[config.mk]
export PLATFORM = sky130hd
export DESIGN_NAME = visited_filter_flat
export DESIGN_NICKNAME = d
export VERILOG_FILES = /design/src/rtl/graph_pkg.sv /design/src/rtl/visited_filter_if.sv /design/src/rtl/vf_fifo.sv /design/src/rtl/visited_filter.sv /design/src/flat_wrapper.sv
export SDC_FILE = /design/constraint.sdc
export NUM_CORES = 1
export LEC_CHECK = 0
export CAP_MARGIN = 15
export CORE_UTILIZATION = 50
export DETAILED_ROUTE_END_ITERATION = 10
export PLACE_DENSITY = 0.74
export REMOVE_ABC_BUFFERS = 1
export SYNTH_ARGS = -nofsm -noshare
export SYNTH_HDL_FRONTEND = slang
export SYNTH_SLANG_ARGS = --single-unit
[constraint.sdc]
create_clock -name clk_in -period 2.72 [get_ports clk_in]
set_input_delay 0.408 -clock clk_in [delete_from_list [all_inputs] [get_ports clk_in]]
set_output_delay 0.408 -clock clk_in [all_outputs]
set_load 0.02 [all_outputs]
[src/rtl/graph_pkg.sv]
// Shared vertex type, filter FSM encoding and helpers for the graph-traversal
// visited-filter slice.
package graph_pkg;
    localparam int PROC_BITS = 4;

    typedef logic [31+PROC_BITS:0] vertex_t;

    typedef enum logic [1:0] {
        IDLE  = 2'd0,
        CLEAR = 2'd1,
        RUN   = 2'd2
    } filt_state_t;

    localparam logic VISITED_MARK = 1'b1;

    function automatic logic [15:0] sat_inc16(input logic [15:0] value);
        return (value == 16'hFFFF) ? value : value + 16'd1;
    endfunction
endpackage

[src/rtl/visited_filter_if.sv]
// Candidate, visited-memory and frontier signals of the visited filter,
// bundled so the filter and its environment share one port.
interface visited_filter_if;
    import graph_pkg::*;

    logic    clear_in;
    logic    clear_done_out;
    vertex_t cand_addr_in;
    logic    cand_valid_in;
    logic    cand_ready_out;
    vertex_t v_addr_out;
    logic    v_addr_valid_out;
    logic    write_v_data_out;
    logic    write_v_valid_out;
    logic    visited_in;
    vertex_t next_addr_out;
    logic    next_valid_out;
    logic    next_ready_in;
    logic [15:0] pass_count_out;
    logic [15:0] drop_count_out;

    modport slave (
        input  clear_in, cand_addr_in, cand_valid_in, visited_in, next_ready_in,
        output clear_done_out, cand_ready_out, v_addr_out, v_addr_valid_out,
               write_v_data_out, write_v_valid_out, next_addr_out, next_valid_out,
               pass_count_out, drop_count_out
    );

    modport master (
        output clear_in, cand_addr_in, cand_valid_in, visited_in, next_ready_in,
        input  clear_done_out, cand_ready_out, v_addr_out, v_addr_valid_out,
               write_v_data_out, write_v_valid_out, next_addr_out, next_valid_out,
               pass_count_out, drop_count_out
    );
endinterface

[src/rtl/vf_fifo.sv]
// Small synchronous FIFO with occupancy output; a push into a full FIFO is
// accepted when a pop happens in the same cycle.
module vf_fifo #(
    parameter int WIDTH = 8,
    parameter int DEPTH = 4
) (
    input  logic                         clk,
    input  logic                         rst_n,
    input  logic                         i_push,
    input  logic [WIDTH-1:0]             i_data,
    input  logic                         i_pop,
    output logic [WIDTH-1:0]             o_data,
    output logic                         o_empty,
    output logic [$clog2(DEPTH+1)-1:0]   o_count
);
    localparam int PTR_W = (DEPTH > 1) ? $clog2(DEPTH) : 1;
    localparam int CNT_W = $clog2(DEPTH + 1);

    logic [WIDTH-1:0] r_mem [DEPTH];
    logic [PTR_W-1:0] r_wr_ptr;
    logic [PTR_W-1:0] r_rd_ptr;
    logic [CNT_W-1:0] r_count;
    logic             w_full;
    logic             w_do_push;
    logic             w_do_pop;

    function automatic logic [PTR_W-1:0] ptr_next(input logic [PTR_W-1:0] ptr);
        return (ptr == PTR_W'(DEPTH - 1)) ? PTR_W'(0) : ptr + PTR_W'(1);
    endfunction

    assign o_empty   = (r_count == CNT_W'(0));
    assign w_full    = (r_count == CNT_W'(DEPTH));
    assign w_do_pop  = i_pop && !o_empty;
    assign w_do_push = i_push && (!w_full || w_do_pop);
    assign o_data    = r_mem[r_rd_ptr];
    assign o_count   = r_count;

    // Storage, pointers and occupancy.
    always_ff @(posedge clk or negedge rst_n) begin
        if (!rst_n) begin
            r_wr_ptr <= PTR_W'(0);
            r_rd_ptr <= PTR_W'(0);
            r_count  <= CNT_W'(0);
            for (int i = 0; i < DEPTH; i++) begin
                r_mem[i] <= {WIDTH{1'b0}};
            end
        end else begin
            if (w_do_push) begin
                r_mem[r_wr_ptr] <= i_data;
                r_wr_ptr        <= ptr_next(r_wr_ptr);
            end
            if (w_do_pop) begin
                r_rd_ptr <= ptr_next(r_rd_ptr);
            end
            case ({w_do_push, w_do_pop})
                2'b10:   r_count <= r_count + CNT_W'(1);
                2'b01:   r_count <= r_count - CNT_W'(1);
                default: r_count <= r_count;
            endcase
        end
    end
endmodule

[src/rtl/visited_filter.sv]
// Looks up each candidate's visited bit, marks and forwards first visits,
// drops repeats, and clears the visited memory between traversals.
module visited_filter
    import graph_pkg::*;
#(
    parameter int IDX_BITS  = 10,
    parameter int RD_LAT    = 2,
    parameter int OUT_DEPTH = 4
) (
    input  logic            clk_in,
    input  logic            rst_in,
    visited_filter_if.slave bus
);
    localparam int CNT_W = $clog2(OUT_DEPTH + 1);
    localparam logic [IDX_BITS-1:0] LAST_IDX = {IDX_BITS{1'b1}};

    filt_state_t         r_state;
    logic [IDX_BITS-1:0] r_clr_idx;
    logic                r_clear_done;
    logic                r_clr_pend;
    logic [15:0]         r_pass_cnt;
    logic [15:0]         r_drop_cnt;
    vertex_t             r_tag_addr [RD_LAT];
    logic [RD_LAT-1:0]   r_tag_vld;
    logic [IDX_BITS-1:0] r_haz_idx [RD_LAT];
    logic [RD_LAT-1:0]   r_haz_vld;

    vertex_t             w_res_addr;
    logic [IDX_BITS-1:0] w_res_idx;
    logic                w_resolve;
    logic                w_hazard;
    logic                w_dup;
    logic                w_mark;
    logic [7:0]          w_inflight;
    logic [CNT_W-1:0]    w_fifo_count;
    logic                w_fifo_empty;
    logic                w_clr_req;
    logic                w_clr_go;
    logic                w_accept;

    assign w_res_addr = r_tag_addr[RD_LAT-1];
    assign w_res_idx  = w_res_addr[IDX_BITS-1:0];
    assign w_resolve  = r_tag_vld[RD_LAT-1];

    // Reads issued within the last RD_LAT cycles cannot see writes made since,
    // so a resolving index is also checked against recent marks.
    always_comb begin
        w_hazard   = 1'b0;
        w_inflight = 8'd0;
        for (int i = 0; i < RD_LAT; i++) begin
            w_inflight = w_inflight + 8'(r_tag_vld[i]);
            if (r_haz_vld[i] && (r_haz_idx[i] == w_res_idx)) begin
                w_hazard = 1'b1;
            end else begin
                w_hazard = w_hazard;
            end
        end
    end

    assign w_dup     = w_resolve && (bus.visited_in || w_hazard);
    assign w_mark    = w_resolve && !(bus.visited_in || w_hazard);
    assign w_clr_req = bus.clear_in || r_clr_pend;
    assign w_clr_go  = (r_state == RUN) && w_clr_req && (w_inflight == 8'd0) && w_fifo_empty;
    assign bus.cand_ready_out = (r_state == RUN) && !w_clr_req && !w_mark &&
                                ((8'(w_fifo_count) + w_inflight) < 8'(OUT_DEPTH));
    assign w_accept = bus.cand_ready_out && bus.cand_valid_in;

    // Single memory port: clear writes, mark writes, then candidate reads.
    always_comb begin
        bus.v_addr_out        = vertex_t'(0);
        bus.v_addr_valid_out  = 1'b0;
        bus.write_v_data_out  = 1'b0;
        bus.write_v_valid_out = 1'b0;
        case (r_state)
            CLEAR: begin
                bus.v_addr_out        = vertex_t'(r_clr_idx);
                bus.write_v_valid_out = 1'b1;
            end
            RUN: begin
                if (w_mark) begin
                    bus.v_addr_out        = w_res_addr;
                    bus.write_v_data_out  = VISITED_MARK;
                    bus.write_v_valid_out = 1'b1;
                end else if (w_accept) begin
                    bus.v_addr_out       = bus.cand_addr_in;
                    bus.v_addr_valid_out = 1'b1;
                end else begin
                    bus.v_addr_out = vertex_t'(0);
                end
            end
            default: bus.v_addr_out = vertex_t'(0);
        endcase
    end

    // Control FSM: clear sequencing, deferred clear requests and statistics.
    always_ff @(posedge clk_in or negedge rst_in) begin
        if (!rst_in) begin
            r_state      <= IDLE;
            r_clr_idx    <= {IDX_BITS{1'b0}};
            r_clear_done <= 1'b0;
            r_clr_pend   <= 1'b0;
            r_pass_cnt   <= 16'd0;
            r_drop_cnt   <= 16'd0;
        end else begin
            r_clear_done <= 1'b0;
            case (r_state)
                IDLE: begin
                    if (bus.clear_in) begin
                        r_state   <= CLEAR;
                        r_clr_idx <= {IDX_BITS{1'b0}};
                    end
                end
                CLEAR: begin
                    r_clr_idx <= r_clr_idx + IDX_BITS'(1);
                    if (r_clr_idx == LAST_IDX) begin
                        r_state      <= RUN;
                        r_clear_done <= 1'b1;
                        r_pass_cnt   <= 16'd0;
                        r_drop_cnt   <= 16'd0;
                    end
                end
                RUN: begin
                    if (w_clr_go) begin
                        r_state    <= CLEAR;
                        r_clr_idx  <= {IDX_BITS{1'b0}};
                        r_clr_pend <= 1'b0;
                    end else if (bus.clear_in) begin
                        r_clr_pend <= 1'b1;
                    end
                    if (w_mark) begin
                        r_pass_cnt <= sat_inc16(r_pass_cnt);
                    end else if (w_dup) begin
                        r_drop_cnt <= sat_inc16(r_drop_cnt);
                    end
                end
                default: r_state <= IDLE;
            endcase
        end
    end

    // Read-tag pipeline aligned to the memory latency, plus recent-mark history.
    always_ff @(posedge clk_in or negedge rst_in) begin
        if (!rst_in) begin
            r_tag_vld <= {RD_LAT{1'b0}};
            r_haz_vld <= {RD_LAT{1'b0}};
            for (int i = 0; i < RD_LAT; i++) begin
                r_tag_addr[i] <= vertex_t'(0);
                r_haz_idx[i]  <= {IDX_BITS{1'b0}};
            end
        end else begin
            r_tag_vld[0]  <= w_accept;
            r_tag_addr[0] <= bus.cand_addr_in;
            r_haz_vld[0]  <= w_mark;
            r_haz_idx[0]  <= w_res_idx;
            for (int i = 1; i < RD_LAT; i++) begin
                r_tag_vld[i]  <= r_tag_vld[i-1];
                r_tag_addr[i] <= r_tag_addr[i-1];
                r_haz_vld[i]  <= r_haz_vld[i-1];
                r_haz_idx[i]  <= r_haz_idx[i-1];
            end
        end
    end

    vf_fifo #(
        .WIDTH ($bits(vertex_t)),
        .DEPTH (OUT_DEPTH)
    ) u_out_fifo (
        .clk     (clk_in),
        .rst_n   (rst_in),
        .i_push  (w_mark),
        .i_data  (w_res_addr),
        .i_pop   (bus.next_valid_out && bus.next_ready_in),
        .o_data  (bus.next_addr_out),
        .o_empty (w_fifo_empty),
        .o_count (w_fifo_count)
    );

    assign bus.next_valid_out = !w_fifo_empty;
    assign bus.clear_done_out = r_clear_done;
    assign bus.pass_count_out = r_pass_cnt;
    assign bus.drop_count_out = r_drop_cnt;
endmodule

[src/flat_wrapper.sv]
// flat-port wrapper written by rule: the top's interface ports become plain ports
module visited_filter_flat import graph_pkg::*;
#(
    parameter int IDX_BITS  = 10,
    parameter int RD_LAT    = 2,
    parameter int OUT_DEPTH = 4
)
  (clk_in, rst_in, bus_clear_in, bus_cand_addr_in, bus_cand_valid_in, bus_visited_in, bus_next_ready_in, bus_clear_done_out, bus_cand_ready_out, bus_v_addr_out, bus_v_addr_valid_out, bus_write_v_data_out, bus_write_v_valid_out, bus_next_addr_out, bus_next_valid_out, bus_pass_count_out, bus_drop_count_out);
  visited_filter_if bus_i ();
  input  logic clk_in;
  input  logic rst_in;
  input wire logic [$bits(bus_i.clear_in)-1:0] bus_clear_in;
  input wire logic [$bits(bus_i.cand_addr_in)-1:0] bus_cand_addr_in;
  input wire logic [$bits(bus_i.cand_valid_in)-1:0] bus_cand_valid_in;
  input wire logic [$bits(bus_i.visited_in)-1:0] bus_visited_in;
  input wire logic [$bits(bus_i.next_ready_in)-1:0] bus_next_ready_in;
  output wire logic [$bits(bus_i.clear_done_out)-1:0] bus_clear_done_out;
  output wire logic [$bits(bus_i.cand_ready_out)-1:0] bus_cand_ready_out;
  output wire logic [$bits(bus_i.v_addr_out)-1:0] bus_v_addr_out;
  output wire logic [$bits(bus_i.v_addr_valid_out)-1:0] bus_v_addr_valid_out;
  output wire logic [$bits(bus_i.write_v_data_out)-1:0] bus_write_v_data_out;
  output wire logic [$bits(bus_i.write_v_valid_out)-1:0] bus_write_v_valid_out;
  output wire logic [$bits(bus_i.next_addr_out)-1:0] bus_next_addr_out;
  output wire logic [$bits(bus_i.next_valid_out)-1:0] bus_next_valid_out;
  output wire logic [$bits(bus_i.pass_count_out)-1:0] bus_pass_count_out;
  output wire logic [$bits(bus_i.drop_count_out)-1:0] bus_drop_count_out;
  assign bus_i.clear_in = bus_clear_in;
  assign bus_i.cand_addr_in = bus_cand_addr_in;
  assign bus_i.cand_valid_in = bus_cand_valid_in;
  assign bus_i.visited_in = bus_visited_in;
  assign bus_i.next_ready_in = bus_next_ready_in;
  assign bus_clear_done_out = bus_i.clear_done_out;
  assign bus_cand_ready_out = bus_i.cand_ready_out;
  assign bus_v_addr_out = bus_i.v_addr_out;
  assign bus_v_addr_valid_out = bus_i.v_addr_valid_out;
  assign bus_write_v_data_out = bus_i.write_v_data_out;
  assign bus_write_v_valid_out = bus_i.write_v_valid_out;
  assign bus_next_addr_out = bus_i.next_addr_out;
  assign bus_next_valid_out = bus_i.next_valid_out;
  assign bus_pass_count_out = bus_i.pass_count_out;
  assign bus_drop_count_out = bus_i.drop_count_out;
  visited_filter #(.IDX_BITS(IDX_BITS), .RD_LAT(RD_LAT), .OUT_DEPTH(OUT_DEPTH)) u_core (.clk_in(clk_in), .rst_in(rst_in), .bus(bus_i));
endmodule
Figure 1. The clock network (run 1).
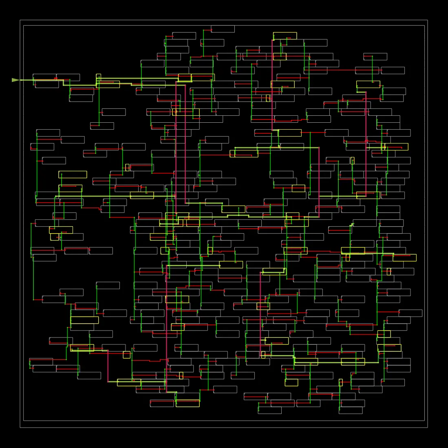
flop count: 293
Power Clock: 4220 uW

Figure 2. Placed cells, one colour a class (run 1).
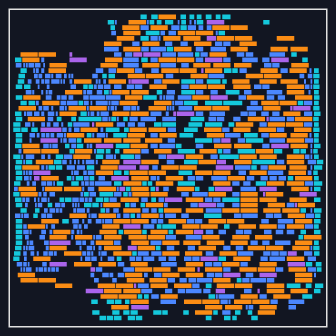
all other logic: in blue, cells 561. other buffers and delay cells: in cyan, cells 249. flip-flops: in orange, cells 293. clock drivers and dummy loads: in purple, cells 58.
Final Util: 0.687
core area: 24,400 um^2
number of placement rows: 57
sequential cell area share: 0.438

Figure 3. Routed metal per tile (run 1).
32 x 32 tiles, from dark blue (low) to red (high), scaled to the fullest tile. Values are wire area over tile area, all layers added.
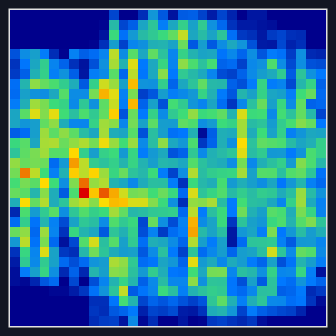
20% of the tiles are over half the peak. The mean over all tiles is 0.19. The densest ninth of the die: left middle.
via count: 8,356
WL/cell: 20.9 um
final WL: 31.0 mm
GRT Total Usage: 0.235

Figure 4. Clock network drawn from the DEF (run 1).
Scale bar: 50 um.
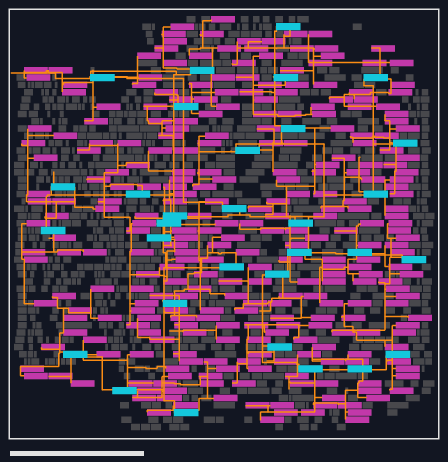
flip-flops: in magenta, count 293. cells driving clock nets: in cyan, count 31. clock wires: in orange, length 3,430 um.
Position of the flops: widely spread.
Clock Skew: 0.0116 ns
Clock power frac: 0.289
Clock Latency Late Sink: 0.55 ns

==> metrics.yaml, run 1 <==
final_layout:
  buf_share: 0.165
  top_register: "u_core.u_out_fifo.r_mem"
  layout.area.comb_um2: 5130
  comb_cells: 543
  nets: 1194
  largest_reg_flops: 144
  n_all_buffers: 249
  final_cell_mix: "dfrtp_1, mux2_2, buf_4, clkdlybuf4s50_1, nor2_1"
  comb_share: 0.306
  final_area_um2: 16800
  fin_cells: 1485
  syn_to_final_growth_pct: 34.4
  layout_top_cell: "dfrtp_1"
  drive_gt1_frac: 0.361
  seq_area_um2: 7340
  area_share_clock_buf_inv: 0.0619
  antennaDiodeCount: 0
  clockBufferCount: 50
  inverters: 18
clock_tree:
  tritoncts: "done"
  cts_max_level: 1
  cts-root-buf: "clkbuf_16"
  post_cts_buffers: 16
  hold_buffers: 1
  clock-sinks: 293
  cts_resized: 295
  clockBufferDepth: 3
  cts_made_buffers: 31
final_timing:
  tightestPinTransition_ns: 0.634
  final.setup.tns_ns: -55.08
  final-hold-violation-count: 0
  final-setup-viol-count: 187
  rsz0062_at_grt: "true"
  drv_slew: 0
  whs_ns: 0.335
  min_period_over_period: 1.20
  relSlewSlack: 0.577
  layout_setup_ws_ns: -0.558
power_and_ir_drop:
  combPwrFrac: 0.311
  maxPowerGroup: "registers"
  seqPwrFrac: 0.400
  p_comb_uw: 4540
  switching_share: 0.314
  p_leak_uw: 0.00791
  power.density_nw_per_um2: 873
  power_uw: 14600
  ir_drop_v: 0.000737
  p_seq_uw: 5850
worst_setup_path:
  crit_end: "bus_v_addr_out[2]"
  worstSetupPathType: "reg -> out"
  cp.required_ns: 2.31
  crit_chain: "buf_4 -> xnor2_1 -> nand4_1 -> nor3_2 -> or4_4 -> clkinv_4 -> nor4b_4 -> buf_4 -> and3_4 -> a221o_1 -> buf_6"
  critPathCaptureType: "output pin"
  critPathBufInv: 4
  worst_path_most_repeated_cell: "buf_4"
  start_kind: "flip-flop"
  r2r_start: "u_core.w_res_addr[5]"
  cpMaxStageDelayCell: "dfrtp_1"
  cp_num_cells: 11
  cp_max_fo: 5
routing:
  wl_met3_mm: 1.59
  avgViaCountPerCell: 5.63
  drt-met1-wl_mm: 13.1
  firstDrtPassIters: 4
  ant_nets: 0
  drt_iter0_markers: 389
status:
  outcome: "finished with violations"
  violations: "setup timing"
synthesis:
  adder_share: 0.0167
  yosysWarnings: 0
  ys_sh_xor: 0.0330
  syn_area_um2: 12500
  syn_inst: 906
  synth.logic.top_family: "multiplexers"
  ys_ff: 293
  yosys_area_um2: 12500
  ys_cells: 906
  synth_area_per_cell_um2: 13.8
  ys_sh_aoi: 0.0631
  topCellsByArea: "dfrtp_1, mux2_2, mux4_2, xnor2_1, nor2_1"
grt:
  met2_usage: 0.395
  grt_pass1_wl_mm: 47.7
  antenna_found_initial: 0
  use_met3: 0.0491
  gr-total-overflow: 0
  busiest_layer: "met2"
floorplan:
  dieArea_um2: 25600
  ios: 152
  die_height_um: 160
  fp_util: 0.511
min_path:
  worstHoldPathType: "in -> reg"
  hp-start: "bus_cand_addr_in[12]"
  worstHoldPathCells: 1
placed_design:
  pre_cts_slack_ns: -0.594
  port_buffers: 151
  placed_area_um2: 14800
  place_inst: 1391
  routabilityCongestion: 0.835
  dp_hpwl_mm: 17.9
run:
  warnings: 34
  max-cap-violations: 0
## run 1: synthesized netlist by cell type, types with 3 or more instances
cell type,n
nor3_1,7
nor2_1,65
o2111ai_1,3
a32o_1,5
a221o_1,7
o21ai_0,14
o31ai_1,5
or2_2,3
xor2_1,10
a22oi_1,26
nand2_4,4
and4_1,4
or3_1,6
mux4_2,36
clkbuf_1,20
nand4_1,14
nand3b_1,3
xnor2_1,37
mux2_1,10
a21oi_1,16
buf_2,20
dfrtp_1,293
mux2_2,135
nor4_1,6
clkbuf_2,7
a21o_1,6
nand2_1,36
or4_1,3
ha_1,15
inv_1,18
buf_1,6
and3_1,16
nand3_1,16
Figure 5. Metal 4 (run 1).
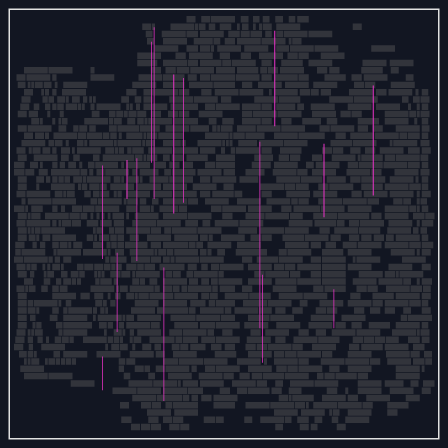

--- run 2 (diff from run 1) ---
Settings changed: SETUP_SLACK_MARGIN set to 0.4.
Figure 6. Metal 4 (run 2).
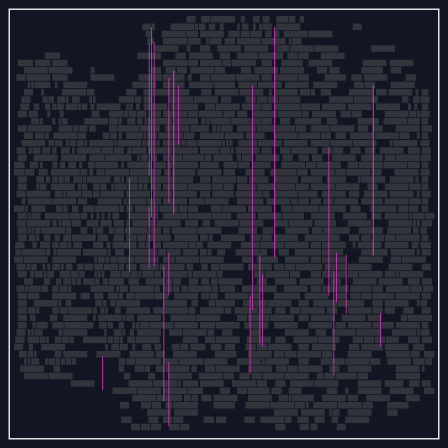
The layer holds 2.9% of the routed length. The wires run mostly vertical. The layer carries 949 um of wire. 18 nets have wire on it.
final WL: 32.7 mm
via count: 8,633

Figure 7. Clock network drawn from the DEF (run 2).
Scale bar: 50 um.
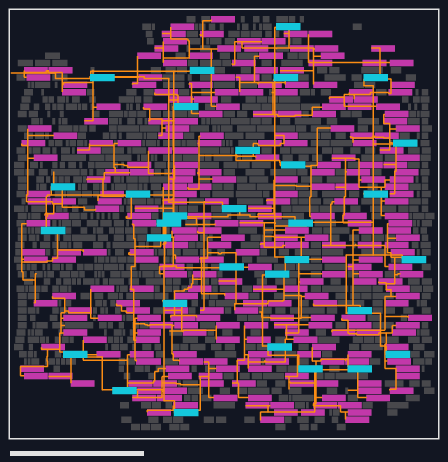
flip-flops: in magenta, count 293. cells driving clock nets: in cyan, count 31. clock wires: in orange, length 3,520 um.
Position of the flops: widely spread. There are 32 routed clock nets.
Clock Skew: 0.0198 ns
Clock Latency Late Sink: 0.56 ns
Clock power frac: 0.275
Power Clock: 4240 uW

==> metrics.yaml, run 2 <==
routing:
  ant_nets: 0  # unchanged
  drt_iter0_markers: 543  # +40%
  wl_met3_mm: 1.68  # +5.9%
  firstDrtPassIters: 6  # +2
  drt-met1-wl_mm: 13.7  # +4.9%
  wl_per_cell_um: 21.6  # +3.3%
  avgViaCountPerCell: 5.69  # +1.1%
worst_setup_path:
  critPathCaptureType: "output pin"
  r2r_start: "u_core.w_res_addr[5]"
  cp_max_fo: 10  # +5
  worstSetupPathType: "reg -> out"
  start_kind: "flip-flop"
floorplan:
  ios: 152  # unchanged
  die_height_um: 160  # unchanged
  rows: 57  # unchanged
  dieArea_um2: 25600  # unchanged
synthesis:
  synth.logic.top_family: "multiplexers"
  yosysWarnings: 0  # unchanged
  synthTopCellsByCount: "dfrtp_1, mux2_2, nor2_1"
  adder_share: 0.0167  # unchanged
  ys_cells: 906  # unchanged
  syn_inst: 906  # unchanged
  topCellsByArea: "dfrtp_1, mux2_2, mux4_2, xnor2_1, nor2_1"
  ys_sh_aoi: 0.0631  # unchanged
  synth_area_per_cell_um2: 13.8  # unchanged
  ys_sh_xor: 0.0330  # unchanged
  most_common_cell: "dfrtp_1"
  ys_ff: 293  # unchanged
clock_tree:
  hold_buffers: 1  # unchanged
  clockBufferDepth: 3  # unchanged
  tritoncts: "done"
  cts-root-buf: "clkbuf_16"
  cts_resized: 468  # +59%
final_layout:
  seq_area_um2: 7340  # unchanged
  syn_to_final_growth_pct: 40.8
  final_area_um2: 17600  # +4.8%
  final_cell_mix: "dfrtp_1, mux2_2, buf_4, clkdlybuf4s50_1, nor2_1"
  nets: 1227  # +2.8%
  drive_gt1_frac: 0.430  # +0.0696
  fin_cells: 1518  # +2.2%
  layout_top_cell: "dfrtp_1"
  fin_util: 0.720  # +0.0327
  top_register: "u_core.u_out_fifo.r_mem"
status:
  violations: "setup timing"
  outcome: "finished with violations"
final_timing:
  whs_ns: 0.325  # -0.0100 ns
  relSlewSlack: 0.580  # +0.00243
  layout_setup_ws_ns: -0.633  # -0.0756 ns
  final-setup-viol-count: 187  # unchanged
  rsz0062_at_grt: "true"
  drv_slew: 0  # unchanged
  tightestPinTransition_ns: 0.630  # -0.00365 ns
  final.setup.tns_ns: -71.16  # -16.08 ns
  final-hold-violation-count: 0  # unchanged
power_and_ir_drop:
  p_leak_uw: 0.00804  # +1.6%
  power_uw: 15400  # +5.5%
  ir_drop_v: 0.000757  # +2.8%
placed_design:
  pre_cts_slack_ns: -0.594  # unchanged
  routabilityCongestion: 0.835  # unchanged
  place_inst: 1391  # unchanged
  dp_hpwl_mm: 17.9  # unchanged
  placed_area_um2: 14800  # unchanged
grt:
  antenna_found_initial: 0  # unchanged
  gr-total-overflow: 0  # unchanged
  met2_usage: 0.429  # +0.0343
  use_met1: 0.332
  busiest_layer: "met2"
  grt_pass1_wl_mm: 50.7  # +6.2%
run:
  max-cap-violations: 0  # unchanged
  warnings: 34  # unchanged
min_path:
  hp-start: "bus_cand_addr_in[12]"
  worstHoldPathCells: 1  # unchanged
  worstHoldPathType: "in -> reg"
Figure 8. The clock network (run 2).
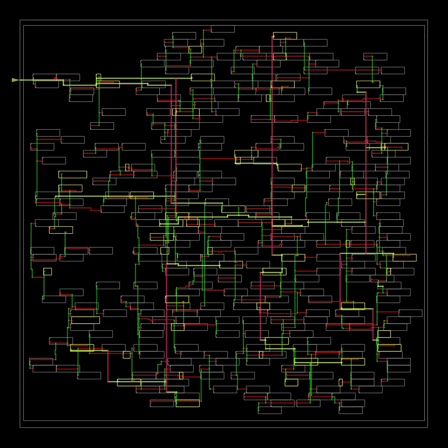
CTS sink count: 293
TritonCTS Buffers: 31

run 2: final cells by class:
type / count / share of cell area
multi-input cells: 542 / 0.302
repair buffers: 283 / 0.193
clock buffers: 50 / 0.0534
inverters: 18 / 0.00413
flip-flops and latches: 293 / 0.418
well taps: 324 / 0.0231
clock inverters: 8 / 0.00570
run 2: report_power, final:
| part | switching (uW) | internal (uW) | total, uW |
|---|---|---|---|
| Clock | 1710 | 2540 | 4240 |
| Combinational | 2590 | 2730 | 5330 |
| Sequential | 589 | 5260 | 5850 |
run 2: worst max-delay path, delay by kind of cell (launching register included):
kind / cells / cell delay [ns]
AND-OR/OR-AND: 1 / 0.18
XOR/XNOR: 1 / 0.18
buffers and inverters: 4 / 0.50
flip-flops: 1 / 0.45
AND/OR/NAND/NOR: 5 / 1.09
Figure 9. Placed cells, one colour a class (run 2).
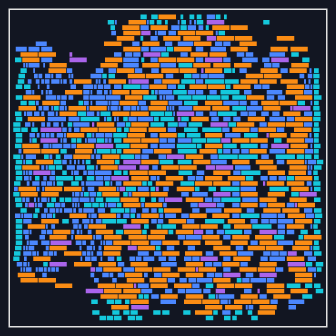

--- run 3 (diff from run 2) ---
Settings changed: CTS_CLUSTER_SIZE set to 8, SKIP_CTS_REPAIR_TIMING set to 1.
Figure 10. Placed cells, one colour a class (run 3).
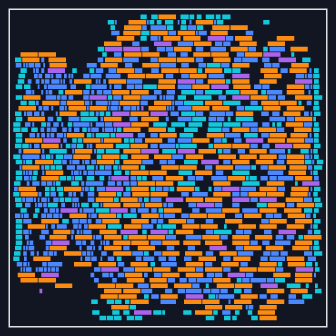
all other logic: in blue, cells 561. flip-flops: in orange, cells 293. other buffers and delay cells: in cyan, cells 277. clock drivers and dummy loads: in purple, cells 47.
sequential cell area share: 0.426
fin area: 17,200 um^2
Final Util: 0.707

Figure 11. Metal 4 (run 3).
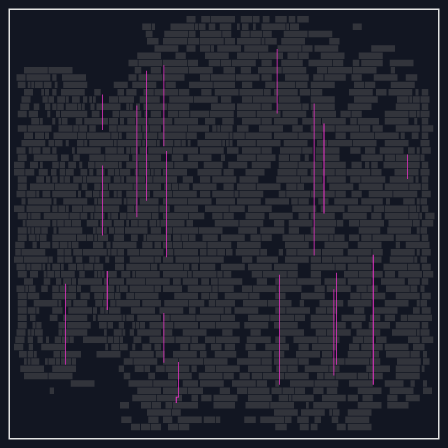
The layer carries 554 um of wire. The wires run mostly vertical. The longest straight run is 56.4 um. 12 nets have wire on it. The layer holds 1.7% of the routed length.
final WL: 32.4 mm
via count: 8,606

==> metrics.yaml, run 3 <==
status:
  outcome: "finished with violations"
  violations: "setup timing"
worst_setup_path:
  start_kind: "flip-flop"
  critPathTopFamily: "simple AND/OR/NAND/NOR gates"
  critPathCaptureType: "output pin"
  critPathBufInv: 4  # unchanged
  cp_max_fo: 7  # -3
  worstSetupPathType: "reg -> out"
  cp_num_cells: 11  # unchanged
  r2r_start: "u_core.w_res_addr[5]"
final_timing:
  final.setup.tns_ns: -58.78  # +12.38 ns
  relSlewSlack: 0.576  # -0.00419
  drv_slew: 0  # unchanged
  final-hold-violation-count: 0  # unchanged
  final-setup-viol-count: 187  # unchanged
  layout_setup_ws_ns: -0.672  # -0.0392 ns
  tightestPinTransition_ns: 0.636  # +0.00629 ns
  whs_ns: 0.342  # +0.0172 ns
min_path:
  worstHoldPathType: "reg -> reg"
  hp-start: "u_core.r_tag_addr[66]"
floorplan:
  die_height_um: 160  # unchanged
  dieArea_um2: 25600  # unchanged
  rows: 57  # unchanged
synthesis:
  synth_area_per_cell_um2: 13.8  # unchanged
  ys_cells: 906  # unchanged
  most_common_cell: "dfrtp_1"
  topCellsByArea: "dfrtp_1, mux2_2, mux4_2, xnor2_1, nor2_1"
  yosysWarnings: 0  # unchanged
  synth.logic.top_family: "multiplexers"
  adder_share: 0.0167  # unchanged
  ys_sh_aoi: 0.0631  # unchanged
  syn_inst: 906  # unchanged
  ys_ff: 293  # unchanged
placed_design:
  pre_cts_slack_ns: -0.594  # unchanged
  dp_hpwl_mm: 17.9  # unchanged
  routabilityCongestion: 0.835  # unchanged
  placed_area_um2: 14800  # unchanged
final_layout:
  fin_cells: 1502  # -1.1%
  drive_gt1_frac: 0.411  # -0.0196
  final_cell_mix: "dfrtp_1, mux2_2, buf_4, clkdlybuf4s50_1, nor2_1"
  nets: 1233  # +0.49%
  top_register: "u_core.u_out_fifo.r_mem"
  layout_top_cell: "dfrtp_1"
  syn_to_final_growth_pct: 38.3
  seq_area_um2: 7350  # about the same
run:
  max-cap-violations: 0  # unchanged
  warnings: 33  # -2.9%
clock_tree:
  cts_made_buffers: 42  # +35%
  clock-sinks: 293  # unchanged
  tritoncts: "done"
  cts-root-buf: "clkbuf_16"
routing:
  wl_per_cell_um: 21.6  # about the same
  drt_iter0_markers: 482  # -11%
  ant_nets: 0  # unchanged
  firstDrtPassIters: 5  # -1
  avgViaCountPerCell: 5.73  # +0.75%
power_and_ir_drop:
  power_uw: 15500  # +0.74%
  ir_drop_v: 0.000524  # -31%
  p_leak_uw: 0.00819  # +1.9%
grt:
  grt_pass1_wl_mm: 45.8  # -9.6%
  gr-total-overflow: 0  # unchanged
  antenna_found_initial: 0  # unchanged
Figure 12. Clock network drawn from the DEF (run 3).
Scale bar: 50 um.
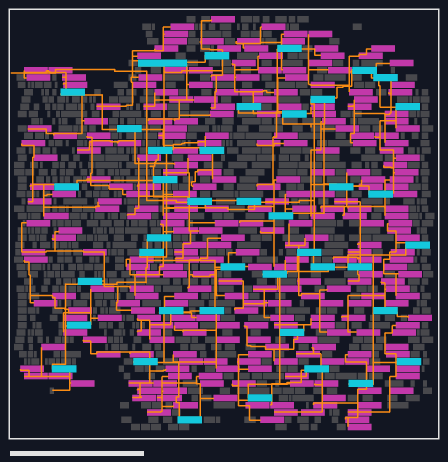
flip-flops: in magenta, count 293. clock wires: in orange, length 3,630 um. cells driving clock nets: in cyan, count 42.
There are 43 routed clock nets.
Clock Skew: 0.0125 ns
Clock Latency Late Sink: 0.52 ns

==> run 3: cell type report <==
| cell class | count | area share |
|---|---|---|
| Multi-Input combinational cell | 543 | 0.307 |
| Timing Repair Buffer | 277 | 0.173 |
| Tap cell | 324 | 0.0235 |
| Clock buffer | 46 | 0.0655 |
| Inverter | 18 | 0.00414 |
| Sequential cell | 293 | 0.426 |
| Clock inverter | 1 | 0.000290 |
==> run 3: layer usage <==
metal,vias to the layer above,GRT usage,part of all wire
li1,3827,-,-
met1,4497,0.307,0.42
met2,238,0.367,0.51
met3,44,0.0543,0.054
met4,0,0.0489,0.017
met5,-,0,0
==> run 3: where the power goes <==
part	switching [uW]	internal [uW]	leakage (uW)
Clock	1740	2870	0.000560
Sequential	606	5280	0.00380
Combinational	2510	2530	0.00382
Total	4850	10700	0.00819
Power is estimated from default activity; no workload was simulated.
